File: src/rtl/nonce_collector.sv
// -----------------------------------------------------------------------------
// nonce_collector
//   Gathers golden nonces from SLAVES hashing cores, queues them in a FIFO and
//   feeds serial_core one nonce per serial transaction.
//
//   Ports
//     clk             clock; every input is already in this domain
//     rst_n           asynchronous active-low reset
//     got_ticket_i    per-core ticket level, one rising edge per found nonce
//     golden_nonce_i  per-core nonce, slice i belongs to core i
//     tx_send_o       one-cycle pulse, tx_word_o/tx_slave_o are ready
//     tx_busy_i       serial_core busy flag
//     tx_word_o       nonce being sent (held until the next send)
//     tx_slave_o      index of the core that found tx_word_o
//     new_nonce_o     one-cycle pulse per nonce pushed into the FIFO
//     fifo_count_o    current FIFO occupancy
//     drop_count_o    saturating count of nonces lost to pending overwrites
// -----------------------------------------------------------------------------
module nonce_collector #(
    parameter int SLAVES       = 4,
    parameter int NONCE_WIDTH  = 32,
    parameter int FIFO_DEPTH   = 8,
    parameter int BUSY_TIMEOUT = 1024
) (
    input  logic                                            clk,
    input  logic                                            rst_n,
    input  logic [SLAVES-1:0]                               got_ticket_i,
    input  logic [SLAVES*NONCE_WIDTH-1:0]                   golden_nonce_i,
    output logic                                            tx_send_o,
    input  logic                                            tx_busy_i,
    output logic [NONCE_WIDTH-1:0]                          tx_word_o,
    output logic [((SLAVES > 1) ? $clog2(SLAVES) : 1)-1:0]  tx_slave_o,
    output logic                                            new_nonce_o,
    output logic [$clog2(FIFO_DEPTH):0]                     fifo_count_o,
    output logic [7:0]                                      drop_count_o
);

    localparam int SW = (SLAVES > 1) ? $clog2(SLAVES) : 1;
    localparam int AW = $clog2(FIFO_DEPTH);
    localparam int CW = AW + 1;
    localparam int EW = SW + NONCE_WIDTH;
    localparam int TW = $clog2(BUSY_TIMEOUT + 1);

    typedef enum logic [1:0] {
        S_IDLE      = 2'd0,
        S_SEND      = 2'd1,
        S_WAIT_BUSY = 2'd2,
        S_WAIT_DONE = 2'd3
    } state_e;

    // capture / arbitration state
    logic [SLAVES-1:0]      prev_q;
    logic [SLAVES-1:0]      pend_v_q, pend_v_d;
    logic [NONCE_WIDTH-1:0] pend_q [SLAVES];
    logic [SW-1:0]          rr_q, rr_d;
    logic [7:0]             drop_q, drop_d;

    // FIFO state, entries are {core index, nonce}
    logic [EW-1:0]          mem_q [FIFO_DEPTH];
    logic [AW-1:0]          wr_q, rd_q;
    logic [CW-1:0]          count_q;

    // sender state
    state_e                 state_q;
    logic [TW-1:0]          timer_q;
    logic                   tx_send_q;
    logic [NONCE_WIDTH-1:0] tx_word_q;
    logic [SW-1:0]          tx_slave_q;

    logic [SLAVES-1:0]      rise;
    logic                   fifo_full, fifo_empty;
    logic                   push, pop;
    logic [SW-1:0]          win;
    logic [EW-1:0]          head;

    assign rise       = got_ticket_i & ~prev_q;
    assign fifo_full  = (count_q == CW'(FIFO_DEPTH));
    assign fifo_empty = (count_q == '0);
    assign head       = mem_q[rd_q];
    // The head cannot change between IDLE and SEND (only SEND pops), so the
    // value latched on entry to SEND is the entry popped during SEND.
    assign pop        = (state_q == S_SEND);

    // Round-robin search starting at rr_q; first pending channel wins.
    always_comb begin
        int idx;
        push = 1'b0;
        win  = '0;
        idx  = 0;
        for (int k = 0; k < SLAVES; k++) begin
            idx = int'(rr_q) + k;
            if (idx >= SLAVES) idx = idx - SLAVES;
            if (!push && !fifo_full && pend_v_q[idx]) begin
                push = 1'b1;
                win  = SW'(idx);
            end
        end
    end

    always_comb begin
        rr_d = rr_q;
        if (push) rr_d = (int'(win) == SLAVES - 1) ? '0 : win + 1'b1;
    end

    // A new capture always leaves the slot pending, even on the cycle the
    // old nonce of that channel is granted; only an overwrite of a nonce that
    // is not leaving this cycle counts as a drop.
    always_comb begin
        int ndrop;
        pend_v_d = pend_v_q;
        ndrop    = 0;
        for (int i = 0; i < SLAVES; i++) begin
            if (rise[i]) begin
                pend_v_d[i] = 1'b1;
                if (pend_v_q[i] && !(push && int'(win) == i)) ndrop = ndrop + 1;
            end else if (push && int'(win) == i) begin
                pend_v_d[i] = 1'b0;
            end
        end
        if (int'(drop_q) + ndrop > 255) drop_d = 8'hFF;
        else                            drop_d = drop_q + 8'(ndrop);
    end

    always_ff @(posedge clk or negedge rst_n) begin
        if (!rst_n) begin
            prev_q   <= '0;
            pend_v_q <= '0;
            rr_q     <= '0;
            drop_q   <= '0;
        end else begin
            prev_q   <= got_ticket_i;
            pend_v_q <= pend_v_d;
            rr_q     <= rr_d;
            drop_q   <= drop_d;
        end
    end

    // Nonce payloads are qualified by pend_v_q / count_q, so they need no reset.
    always_ff @(posedge clk) begin
        for (int i = 0; i < SLAVES; i++) begin
            if (rise[i]) pend_q[i] <= golden_nonce_i[i*NONCE_WIDTH +: NONCE_WIDTH];
        end
        if (push) mem_q[wr_q] <= {win, pend_q[win]};
    end

    always_ff @(posedge clk or negedge rst_n) begin
        if (!rst_n) begin
            wr_q    <= '0;
            rd_q    <= '0;
            count_q <= '0;
        end else begin
            if (push) wr_q <= wr_q + 1'b1;
            if (pop)  rd_q <= rd_q + 1'b1;
            case ({push, pop})
                2'b10:   count_q <= count_q + 1'b1;
                2'b01:   count_q <= count_q - 1'b1;
                default: count_q <= count_q;
            endcase
        end
    end

    always_ff @(posedge clk or negedge rst_n) begin
        if (!rst_n) begin
            state_q    <= S_IDLE;
            timer_q    <= '0;
            tx_send_q  <= 1'b0;
            tx_word_q  <= '0;
            tx_slave_q <= '0;
        end else begin
            tx_send_q <= 1'b0;
            case (state_q)
                S_IDLE: begin
                    if (!fifo_empty && !tx_busy_i) begin
                        state_q    <= S_SEND;
                        tx_send_q  <= 1'b1;
                        tx_word_q  <= head[NONCE_WIDTH-1:0];
                        tx_slave_q <= head[EW-1 -: SW];
                    end
                end
                S_SEND: begin
                    state_q <= S_WAIT_BUSY;
                    timer_q <= '0;
                end
                S_WAIT_BUSY: begin
                    // A send that never raises tx_busy is abandoned, not retried.
                    if (tx_busy_i)                              state_q <= S_WAIT_DONE;
                    else if (timer_q == TW'(BUSY_TIMEOUT - 1)) state_q <= S_IDLE;
                    else                                        timer_q <= timer_q + 1'b1;
                end
                S_WAIT_DONE: begin
                    if (!tx_busy_i) state_q <= S_IDLE;
                end
                default: state_q <= S_IDLE;
            endcase
        end
    end

    assign tx_send_o    = tx_send_q;
    assign tx_word_o    = tx_word_q;
    assign tx_slave_o   = tx_slave_q;
    assign new_nonce_o  = push;
    assign fifo_count_o = count_q;
    assign drop_count_o = drop_q;

endmodule

File: config.mk
export PLATFORM = sky130hd
export DESIGN_NAME = nonce_collector
export DESIGN_NICKNAME = d
export VERILOG_FILES = /design/src/rtl/nonce_collector.sv
export SDC_FILE = /design/constraint.sdc
export NUM_CORES = 1
export LEC_CHECK = 0
export CORE_AREA = 10 10 176 211
export CTS_CLUSTER_DIAMETER = 50
export DETAILED_ROUTE_END_ITERATION = 8
export DIE_AREA = 0 0 186 221
export PLACE_DENSITY = 0.84
export SLEW_MARGIN = 10
export SYNTH_ARGS = -nofsm -noshare
export SYNTH_HDL_FRONTEND = slang
export SYNTH_SLANG_ARGS = --single-unit
File: constraint.sdc
create_clock -name clk -period 6.6 [get_ports clk]
set_clock_uncertainty 0.1 [all_clocks]
set_input_delay 1.32 -clock clk [delete_from_list [all_inputs] [get_ports clk]]
set_output_delay 1.32 -clock clk [all_outputs]
set_load 0.05 [all_outputs]
==> images/wires.png <==
The bar under the picture is 50 µm long. Two of the layers only.
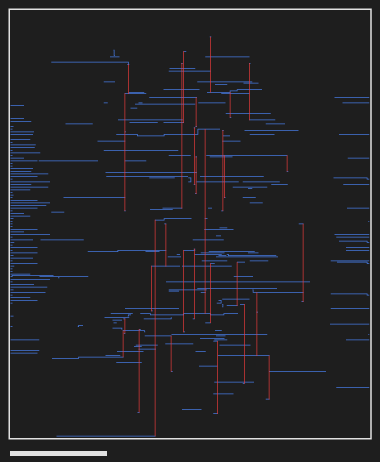
red -> metal 4  # wire length 1030 µm
blue -> metal 3  # wire length 2980 µm

==> images/placement_by_type.png <==
The bar under the picture is 50 µm long.
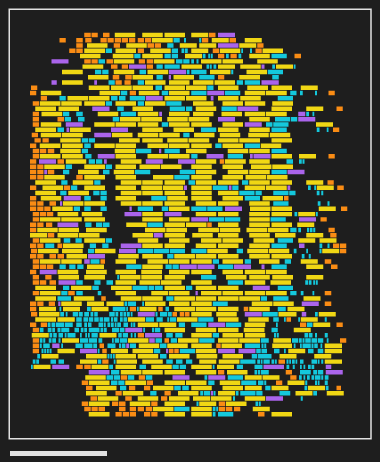
yellow -> sequential cells  # cells 476, share of their area 63%
purple -> clock drivers and dummy loads  # cells 85, share of their area 7.2%
orange -> remaining buffers and delay cells  # cells 200, share of their area 8.9%
cyan -> combinational and other logic  # cells 479, share of their area 21%

==> images/flops_by_reg.png <==
The bar under the picture is 50 µm long. Other sequential cells in the stronger grey, the rest of the logic in the fainter grey.
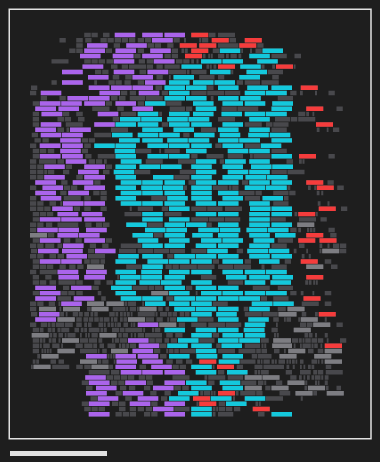
red -> tx_word_o  # placed flops 32
cyan -> mem_q  # placed flops 272
purple -> pend_q  # placed flops 128

==> images/logic_types.png <==
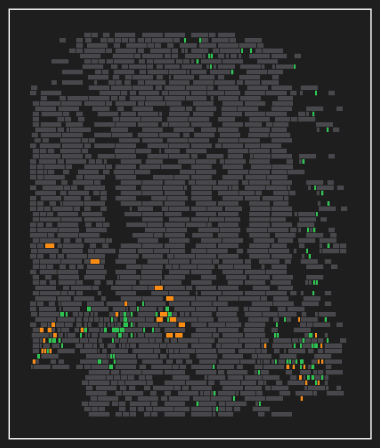
green -> nand cells  # cells 92, where spread over the die
orange -> nor cells  # cells 35, where a band across the bottom

==> images/congestion.png <==
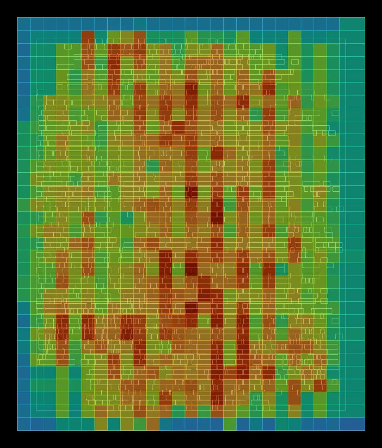
Routed WL per cell: 23.7 µm
global-route met1 utilization: 0.246

==> results_slide.txt <==
Physical Implementation Snapshot

Synth
  – Synth warn: 0
  – Yosys cell count: approximately 1000
  – Yosys adder share: 0.0122
  – Prevailing post-synth register cell: edfxtp_1
  – And+or+nand+nor area frac: 0.0360
  – Synth Area per Inst: between 15 and 20 µm²
  – Number of enable flip-flop cells: about 400
  – Synth Seq Share: 0.747
  – Post-synth cell types: between 50 and 60

Die
  – Core Footprint: between 30000 and 40000 µm²
  – Io pins: about 180
  – FP Rows: about 73

Finish
  – Logic area: 4490 µm²
  – Clock Network Area Fraction: 0.0705
  – Final non-clock buffer share: 0.0867
  – CLK BUF: 55
  – Flop count: ~480
  – Buffers, non-clock: about 200
  – #MultiIn Comb: between 400 and 500
  – P&R area growth vs syn: 21.1%
  – Final Instance Area: between 20000 and 25000 µm²
  – Largest cell class: flip-flops and latches

GRT
  – Grt ovf: 0
  – Initial antenna violation count: 0
  – Vias in the first global route: roughly 10000

Final timing
  – Slew of the pin with the lowest slew margin: 1.22 ns
  – Relative slew slack: 0.180
  – Period Utilization, post-route: 0.844
  – Final min period: roughly 5.6 ns

Worst setup path
  – Reg-to-Reg Start: fifo_count_o[0]
  – CP Class: reg -> reg
  – Top delay family on crit path: simple AND/OR/NAND/NOR gates
  – CP max stage cell: or4b_1
  – Number of buffers and inverters on the critical path: 3
  – CP max FO: 18
  – Required @ worst endpoint: between 6 and 7 ns
  – Arr. time, crit path: around 5.9 ns

Job
  – Max-Cap Viols: 0
  – Number of logged tool warnings: 26

Routing
  – Starting DRT DRC Count: about 770
  – WL met3: 2.98 mm

Status
  – Status: finished, final reports clean

Pwr
  – Leakage: between 8 and 9 nW

Placement
  – Cell Area, Placed: between 20000 and 25000 µm²
  – Post-Place Cells: around 1600
cell usage in the layout, fill, tap and decap left out, types with 6 or more instances in the layout:
| master | n |
|---|---|
| o21ai_0 | 47 |
| clkinv_2 | 13 |
| nor2_1 | 15 |
| dfrtp_1 | 73 |
| mux2i_1 | 133 |
| a21oi_1 | 10 |
| mux4_2 | 68 |
| xor2_1 | 11 |
| nor3_1 | 6 |
| nand2b_1 | 10 |
| clkdlybuf4s50_1 | 181 |
| clkbuf_16 | 49 |
| buf_4 | 19 |
| bufinv_16 | 6 |
| ha_1 | 14 |
| nand2_1 | 69 |
| inv_1 | 20 |
| xnor2_1 | 7 |
| edfxtp_1 | 400 |
| nand3_1 | 8 |
registers in the layout, indices dropped and copies added, names as in the netlist:
signal / count
tx_send_o: 1
rr_q: 2
state_q: 2
prev_q: 4
wr_q: 3
pend_v_q: 4
timer_q: 11
drop_count_o: 8
fifo_count_o: 4
tx_slave_o: 2
rd_q: 3
tx_word_o: 32
pend_q: 128
mem_q: 272
final timing paths:
path | to | slack, ns | depth (start not counted)
worst max-delay path | drop_count_o[5] | 1.03 | 22
worst min-delay path | tx_word_o[14] | 0.37 | 2
worst max register to register | drop_count_o[5] | 1.03 | 22
worst min register to register | tx_word_o[14] | 0.37 | 2
max in group asynchronous | rd_q[0] | 4.79 | 1
min in group asynchronous | timer_q[8] | 0.85 | 1
power by group:
group	leakage, nW	switching, W	internal [W]	total (W)
registers	4.63	0.000460	0.00486	0.00532
logic	2.75	0.00280	0.00169	0.00449
clock network	0.791	0.00111	0.00161	0.00272
total	8.17	0.00437	0.00816	0.0125
Power figures rest on the tool's default switching activity, not on a simulated workload.
